$ cat config.mk
export PLATFORM = sky130hd
export DESIGN_NAME = sa_pe_dbuf
export DESIGN_NICKNAME = d
export VERILOG_FILES = /design/src/rtl/sa_pkg.sv /design/src/rtl/sa_pe_mul.sv /design/src/rtl/sa_pe_dbuf.sv
export SDC_FILE = /design/constraint.sdc
export NUM_CORES = 1
export LEC_CHECK = 0
export CORE_ASPECT_RATIO = 1.2
export CORE_MARGIN = 8
export CORE_UTILIZATION = 35
export CTS_CLUSTER_SIZE = 10
export DETAILED_ROUTE_END_ITERATION = 10
export HOLD_SLACK_MARGIN = 0.08
export PLACE_DENSITY = 0.51
export SLEW_MARGIN = 15
export SYNTH_ARGS = -nofsm -noshare
export SYNTH_HDL_FRONTEND = slang
export SYNTH_SLANG_ARGS = --single-unit
$ cat constraint.sdc
create_clock -name clk -period 8.9 [get_ports clk]
set_clock_uncertainty 0.1 [all_clocks]
set_input_delay 1.335 -clock clk [delete_from_list [all_inputs] [get_ports clk]]
set_output_delay 1.335 -clock clk [all_outputs]
set_load 0.01 [all_outputs]
$ cat src/rtl/sa_pkg.sv
// Shared definitions for the systolic-array PE: dataflow encoding, OS drain
// states and width-generic signed arithmetic helpers.
package sa_pkg;

  localparam logic DF_WS = 1'b0;
  localparam logic DF_OS = 1'b1;

  // Widest accumulator the helpers below can carry.
  localparam int MAX_W = 64;

  typedef enum logic [1:0] {
    ST_RUN  = 2'd0,
    ST_EMIT = 2'd1,
    ST_FWD  = 2'd2
  } os_state_e;

  // Sign-extend the low w bits of v to MAX_W bits.
  function automatic logic signed [MAX_W-1:0] sext(input logic [MAX_W-1:0] v,
                                                   input int w);
    logic signed [MAX_W-1:0] t;
    t = signed'(v << (MAX_W - w));
    return t >>> (MAX_W - w);
  endfunction

  // Operands are sign-extended acc_w-bit values; the caller keeps the low acc_w
  // bits, so returning the raw sum wraps and returning a bound saturates.
  function automatic logic signed [MAX_W-1:0] sat_add(input logic signed [MAX_W-1:0] a,
                                                      input logic signed [MAX_W-1:0] b,
                                                      input int acc_w,
                                                      input logic sat);
    logic signed [MAX_W:0] sum;
    logic signed [MAX_W:0] hi;
    logic signed [MAX_W:0] lo;
    sum = (MAX_W+1)'(a) + (MAX_W+1)'(b);
    hi  = ((MAX_W+1)'(1) <<< (acc_w - 1)) - (MAX_W+1)'(1);
    lo  = -hi - (MAX_W+1)'(1);
    if (sat && (sum > hi)) return hi[MAX_W-1:0];
    if (sat && (sum < lo)) return lo[MAX_W-1:0];
    return sum[MAX_W-1:0];
  endfunction

endpackage

$ cat src/rtl/sa_pe_mul.sv
// Signed DATA_W x DATA_W multiplier with MUL_STAGES output registers and a
// matching valid pipe that can be flushed without disturbing the data.
module sa_pe_mul #(
  parameter int DATA_W     = 16,
  parameter int MUL_STAGES = 1
) (
  input  logic                       clk,
  input  logic                       rst,
  input  logic                       i_flush,
  input  logic                       i_valid,
  input  logic signed [DATA_W-1:0]   i_a,
  input  logic signed [DATA_W-1:0]   i_b,
  output logic                       o_valid,
  output logic signed [2*DATA_W-1:0] o_prod
);

  localparam int PW = 2 * DATA_W;

  logic signed [PW-1:0] w_prod;

  assign w_prod = PW'(i_a) * PW'(i_b);

  if (MUL_STAGES == 0) begin : g_comb
    assign o_valid = i_valid;
    assign o_prod  = w_prod;
  end else begin : g_pipe
    logic signed [PW-1:0]  r_prod [MUL_STAGES];
    logic [MUL_STAGES-1:0] r_valid;

    always_ff @(posedge clk or negedge rst) begin
      if (!rst) begin
        r_valid <= '0;
        // NOTE: these are a handful of flops rather than a RAM, so they take the reset too.
        for (int i = 0; i < MUL_STAGES; i++) r_prod[i] <= '0;
      end else begin
        // NOTE: non-blocking, so every stage samples its predecessor's pre-edge value.
        r_valid[0] <= i_valid & ~i_flush;
        r_prod[0]  <= w_prod;
        for (int i = 1; i < MUL_STAGES; i++) begin
          r_valid[i] <= r_valid[i-1] & ~i_flush;
          r_prod[i]  <= r_prod[i-1];
        end
      end
    end

    assign o_valid = r_valid[MUL_STAGES-1];
    assign o_prod  = r_prod[MUL_STAGES-1];
  end

endmodule

$ cat src/rtl/sa_pe_dbuf.sv
// Systolic-array PE: signed MAC with double-buffered weights, runtime
// weight-stationary / output-stationary dataflow and a column drain FSM.
module sa_pe_dbuf
  import sa_pkg::*;
#(
  parameter int DATA_W     = 16,
  parameter int ACC_W      = 32,
  parameter int MUL_STAGES = 1,
  parameter int SAT        = 0
) (
  input  logic              clk,
  input  logic              rst,
  input  logic              i_dataflow,
  input  logic              i_w_valid,
  input  logic [DATA_W-1:0] i_w_data,
  input  logic              i_w_swap,
  output logic              o_w_valid,
  output logic [DATA_W-1:0] o_w_data,
  output logic              o_w_swap,
  input  logic              i_left_valid,
  input  logic [DATA_W-1:0] i_left_data,
  output logic              o_right_valid,
  output logic [DATA_W-1:0] o_right_data,
  input  logic              i_top_valid,
  input  logic [ACC_W-1:0]  i_top_data,
  output logic              o_bot_valid,
  output logic [ACC_W-1:0]  o_bot_data,
  input  logic              i_os_drain
);

  localparam logic SAT_EN = (SAT != 0);

  logic [DATA_W-1:0]        r_shadow;
  logic signed [DATA_W-1:0] r_active;
  logic                     r_w_valid;
  logic [DATA_W-1:0]        r_w_data;
  logic                     r_w_swap;
  logic                     r_right_valid;
  logic [DATA_W-1:0]        r_right_data;
  logic                     r_bot_valid;
  logic [ACC_W-1:0]         r_bot_data;
  logic signed [ACC_W-1:0]  r_acc;
  logic                     r_df;
  os_state_e                r_state;

  logic                      w_is_os;
  logic                      w_df_chg;
  logic signed [DATA_W-1:0]  w_mul_b;
  logic                      w_mul_v_in;
  logic                      w_mul_valid;
  logic signed [2*DATA_W-1:0] w_mul_prod;
  logic                      w_prod_valid;
  logic signed [ACC_W-1:0]   w_prod_ext;
  logic signed [ACC_W-1:0]   w_prod_add;
  logic signed [ACC_W-1:0]   w_addend;
  logic signed [ACC_W-1:0]   w_top_al;
  logic signed [ACC_W-1:0]   w_sum_ws;
  logic signed [ACC_W-1:0]   w_sum_acc;
  os_state_e                 w_state_nxt;
  logic signed [ACC_W-1:0]   w_acc_nxt;
  logic                      w_bot_valid_nxt;
  logic [ACC_W-1:0]          w_bot_data_nxt;

  assign w_is_os  = (i_dataflow == DF_OS);
  assign w_df_chg = (i_dataflow != r_df);

  // Weight shift chain, double buffer and activation pass-through.
  always_ff @(posedge clk or negedge rst) begin
    if (!rst) begin
      r_shadow      <= '0;
      r_active      <= '0;
      r_w_valid     <= 1'b0;
      r_w_data      <= '0;
      r_w_swap      <= 1'b0;
      r_right_valid <= 1'b0;
      r_right_data  <= '0;
    end else begin
      r_w_valid     <= i_w_valid;
      r_w_swap      <= i_w_swap;
      r_right_valid <= i_left_valid;
      r_right_data  <= i_left_data;
      if (i_w_valid) begin
        r_shadow <= i_w_data;
        r_w_data <= r_shadow;
      end
      // A swap coinciding with a load commits the incoming weight directly.
      if (i_w_swap) r_active <= i_w_valid ? i_w_data : r_shadow;
    end
  end

  assign w_mul_b    = w_is_os ? i_top_data[DATA_W-1:0] : r_active;
  assign w_mul_v_in = i_left_valid & (~w_is_os | i_top_valid);

  sa_pe_mul #(
    .DATA_W    (DATA_W),
    .MUL_STAGES(MUL_STAGES)
  ) u_mul (
    .clk    (clk),
    .rst    (rst),
    .i_flush(w_df_chg),
    .i_valid(w_mul_v_in),
    .i_a    (i_left_data),
    .i_b    (w_mul_b),
    .o_valid(w_mul_valid),
    .o_prod (w_mul_prod)
  );

  assign w_prod_valid = w_mul_valid & ~w_df_chg;
  assign w_prod_ext   = ACC_W'(sext(MAX_W'(unsigned'(w_mul_prod)), 2 * DATA_W));
  assign w_prod_add   = w_prod_valid ? w_prod_ext : '0;
  assign w_addend     = i_top_valid ? i_top_data : '0;

  // The WS psum addend rides alongside the multiplier so both arrive together.
  if (MUL_STAGES == 0) begin : g_top_comb
    assign w_top_al = w_addend;
  end else begin : g_top_pipe
    logic signed [ACC_W-1:0] r_top [MUL_STAGES];

    always_ff @(posedge clk or negedge rst) begin
      if (!rst) begin
        for (int i = 0; i < MUL_STAGES; i++) r_top[i] <= '0;
      end else begin
        r_top[0] <= w_addend;
        for (int i = 1; i < MUL_STAGES; i++) r_top[i] <= r_top[i-1];
      end
    end

    assign w_top_al = r_top[MUL_STAGES-1];
  end

  assign w_sum_ws  = ACC_W'(sat_add(MAX_W'(w_top_al), MAX_W'(w_prod_ext), ACC_W, SAT_EN));
  assign w_sum_acc = ACC_W'(sat_add(MAX_W'(r_acc), MAX_W'(w_prod_add), ACC_W, SAT_EN));

  always_comb begin
    // NOTE: defaults first, so no branch leaves a variable unassigned and infers a latch.
    w_state_nxt     = r_state;
    w_acc_nxt       = r_acc;
    w_bot_valid_nxt = 1'b0;
    w_bot_data_nxt  = r_bot_data;

    if (!w_is_os) begin
      w_state_nxt = ST_RUN;
      if (w_prod_valid) begin
        w_bot_valid_nxt = 1'b1;
        w_bot_data_nxt  = w_sum_ws;
      end
    end else begin
      case (r_state)
        ST_EMIT: begin
          w_bot_valid_nxt = 1'b1;
          w_bot_data_nxt  = w_sum_acc;
          w_acc_nxt       = '0;
          w_state_nxt     = i_os_drain ? ST_FWD : ST_RUN;
        end
        ST_FWD: begin
          w_bot_valid_nxt = i_top_valid;
          w_bot_data_nxt  = i_top_data;
          w_acc_nxt       = w_sum_acc;
          if (!i_os_drain) w_state_nxt = ST_RUN;
        end
        default: begin
          w_bot_valid_nxt = i_top_valid;
          w_bot_data_nxt  = i_top_data;
          w_acc_nxt       = w_sum_acc;
          if (i_os_drain) w_state_nxt = ST_EMIT;
        end
      endcase
    end

    // Switching dataflow discards any partial OS result.
    if (w_df_chg) begin
      w_state_nxt = ST_RUN;
      w_acc_nxt   = '0;
    end
  end

  always_ff @(posedge clk or negedge rst) begin
    if (!rst) begin
      r_state     <= ST_RUN;
      r_acc       <= '0;
      r_bot_valid <= 1'b0;
      r_bot_data  <= '0;
      r_df        <= DF_WS;
    end else begin
      r_state     <= w_state_nxt;
      r_acc       <= w_acc_nxt;
      r_bot_valid <= w_bot_valid_nxt;
      r_bot_data  <= w_bot_data_nxt;
      r_df        <= i_dataflow;
    end
  end

  assign o_w_valid     = r_w_valid;
  assign o_w_data      = r_w_data;
  assign o_w_swap      = r_w_swap;
  assign o_right_valid = r_right_valid;
  assign o_right_data  = r_right_data;
  assign o_bot_valid   = r_bot_valid;
  assign o_bot_data    = r_bot_data;

endmodule

==> impl_metrics.tcl <==
# place-and-route summary
set metrics [dict create \
    hold_path.class "flip-flop to flip-flop" \
    critPathSlowestCell "clkdlybuf4s50_1" \
    ys_chip_area_sq_um 20560 \
    drt_pass1_iterations 8 \
    min_path_cells 1 \
    worstPathRequired_ps 9210 \
    syn_to_final_growth_pct 14.28 \
    drive_gt1_frac 0.07143 \
    yosys.stat.seqShare 0.2434 \
    postCtsSetupRepairBufs 0 \
    yosysTopAreaCell "fa_1" \
    status "complete, no violations" \
    rsz0062_at_grt "false" \
    wl_met2_microns 27860 \
    netlist_logic_family_top "adder cells" \
    place.gp.congestion 0.8642 \
    netlist_instances 2097 \
    yosys-top-cells-count "inv_1, fa_1, dfrtp_1, nand2_1, ha_1" \
    synth-xor-area-share 0.03621 \
    regArea_sq_um 5005 \
    fp_util 0.3530 \
    critPathBufInv 5 \
    crit_fanout 16 \
    cts_max_level 4 \
    dp_hpwl_microns 46200 \
    worst-slew-pin-transition_ps 877.8 \
    rr_endpoint "u_mul.o_prod[29]" \
    final_antenna_net_count 0 \
    cts_resized 0 \
    fmaxAchievable_ghz 0.1281 \
    synth_top_flop_cell "dfrtp_1" \
    crit_top_cell "fa_1" \
    post_drt_via_cell_ratio 5.043 \
]
==> how the worst max path moves through the flow <==
stage                     cells after the start           start                to
after CTS                                    23      i_dataflow  u_mul.o_prod[29]
after global placement                       23      i_dataflow  u_mul.o_prod[29]
after floorplan                              24      i_dataflow  u_mul.o_prod[29]
after detailed placement                     23      i_dataflow  u_mul.o_prod[29]
after global routing                         22  i_top_data[12]  u_mul.o_prod[28]
final                                        22  i_top_data[12]  u_mul.o_prod[28]
==> metrics by stage <==
step	cells	instance area, sq um	worst slack [ps]
2_1_floorplan	2097	20560	789.2
3_3_place_gp	2936	22870	675.0
3_5_place_dp	2936	22870	580.5
4_1_cts	2968	23500	1119
5_1_grt	2969	23500	699.1
6_report	2969	23500	1092
==> worst reg2reg max path, stage by stage, from the launching register on <==
cell and delay [ps]:
dfrtp_1 380, mux2_2 440, nand2_1 220, inv_1 110, fa_1 720, inv_1 110, fa_1 570, fa_1 450
fa_1 570, fa_1 430, fa_1 490, inv_1 40, ha_1 310, and3_1 230, a2111oi_0 420, a41o_1 140
a41o_1 170, o31ai_4 100, o41ai_2 380, o21ba_1 180, o21bai_2 60, xor2_1 140
==> cell families (layout without fill, tap and decap cells) <==
family	count (synthesis)	after routing
adder cells (fa/ha/maj)	411	411
XOR/XNOR	85	85
multiplexers	84	84
AND/OR/NAND/NOR	576	576
flip-flops	200	200
other	0	1
buffers and inverters	393	522
AND-OR/OR-AND	348	348
==> cell usage in the layout (no fill, tap or decap), drive strengths merged, types with 8 or more instances in the layout <==
cell	n
o21a	11
o21ai	65
buf	38
dfrtp	200
nand4	8
a211oi	24
clkinv	8
xnor2	54
nand2	189
clkdlybuf4s50	136
mux2i	24
mux2	60
xor2	31
nand3	17
a21oi	94
or2	11
o211ai	12
a22o	21
nor2	83
a21o	33
fa	264
nor2b	67
and2	136
nor3	15
ha	147
and3	19
inv	321
a31oi	14
nand2b	18
o21bai	10
clkbuf	18
==> layer usage <==
layer,vias to the layer above,global-route usage
met5,-,0
met4,0,0.04931
met3,63,0.02317
met2,298,0.3059
met1,7566,0.2315
li1,7046,-
==> final cells by class <==
type	instances	share of cell area
well taps	742	0.03951
inverters	316	0.05048
flip-flops and latches	200	0.2130
clock inverters	14	0.007934
multi-input cells	1504	0.6001
clock buffers	18	0.01869
repair buffers	174	0.07018
diodes	1	0.0001065
==> sequential cells by signal, summed over array words and instances, names as in the netlist <==
name,cells
o_bot_data,32
u_mul.o_prod,32
r_state,2
g_top_pipe.r_top,32
r_active,16
o_right_valid,1
o_w_data,16
r_shadow,16
o_w_valid,1
o_bot_valid,1
r_acc,32
u_mul.o_valid,1
o_right_data,16
r_df,1
o_w_swap,1
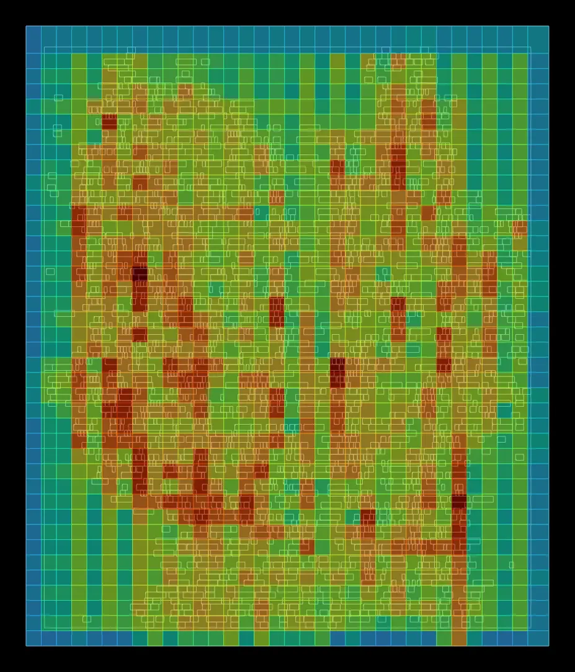
**Above:** routing congestion map.
GRT Overall Usage: 0.1770
Core Util, Final: 0.4034
GR Layer Usage met1: 0.2315
Avg WL per Cell: 19.35 microns

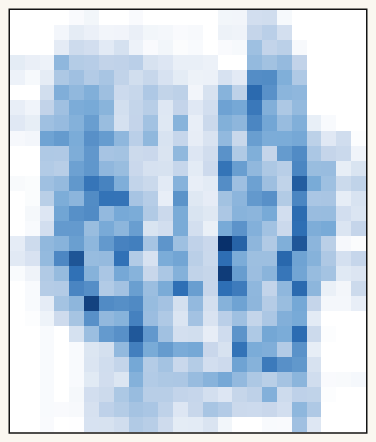
**Above:** routed metal per tile.
Scale: 1.5 px per micron. The die is cut into 24 by 28 equal tiles; white is low, dark blue is high, scaled to the fullest tile. Values are wire area over tile area, all layers added.
- nearly empty tiles: 17%
- tiles over half the peak: 16%
- mean over tiles: 0.13
- fullest tile: 0.48
Routed WL: 57440 microns
via count: 14970

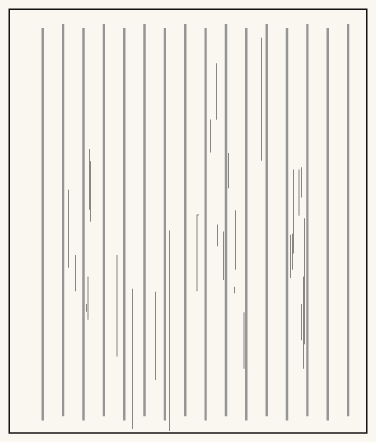
**Above:** M4 wires.
Scale: 1.5 px per micron. Supply wires on this layer in grey.
- wire length on this layer: 1210 microns
- main direction: vertical
- share of all routed wire: 2.1%

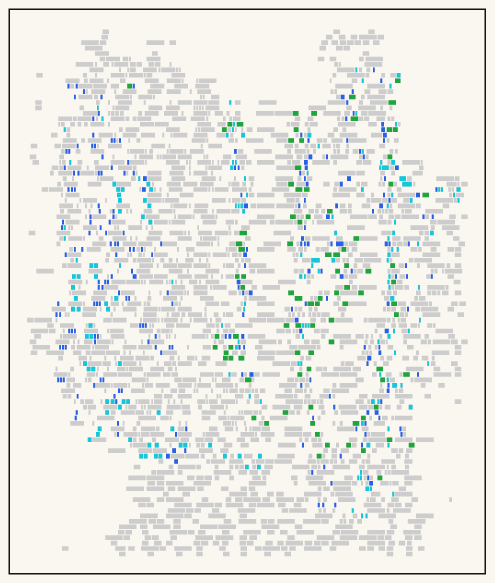
**Above:** selected gate families.
Scale: 2 px per micron.
- nor cells: cyan (cells 170)
- non-inverting ao/oa cells: green (cells 90)
- nand cells: blue (cells 233)
dominant logic cell type in the layout: inv_1
final cell count without fillers: 2969
logic gate fraction of the total cell area: 0.6001

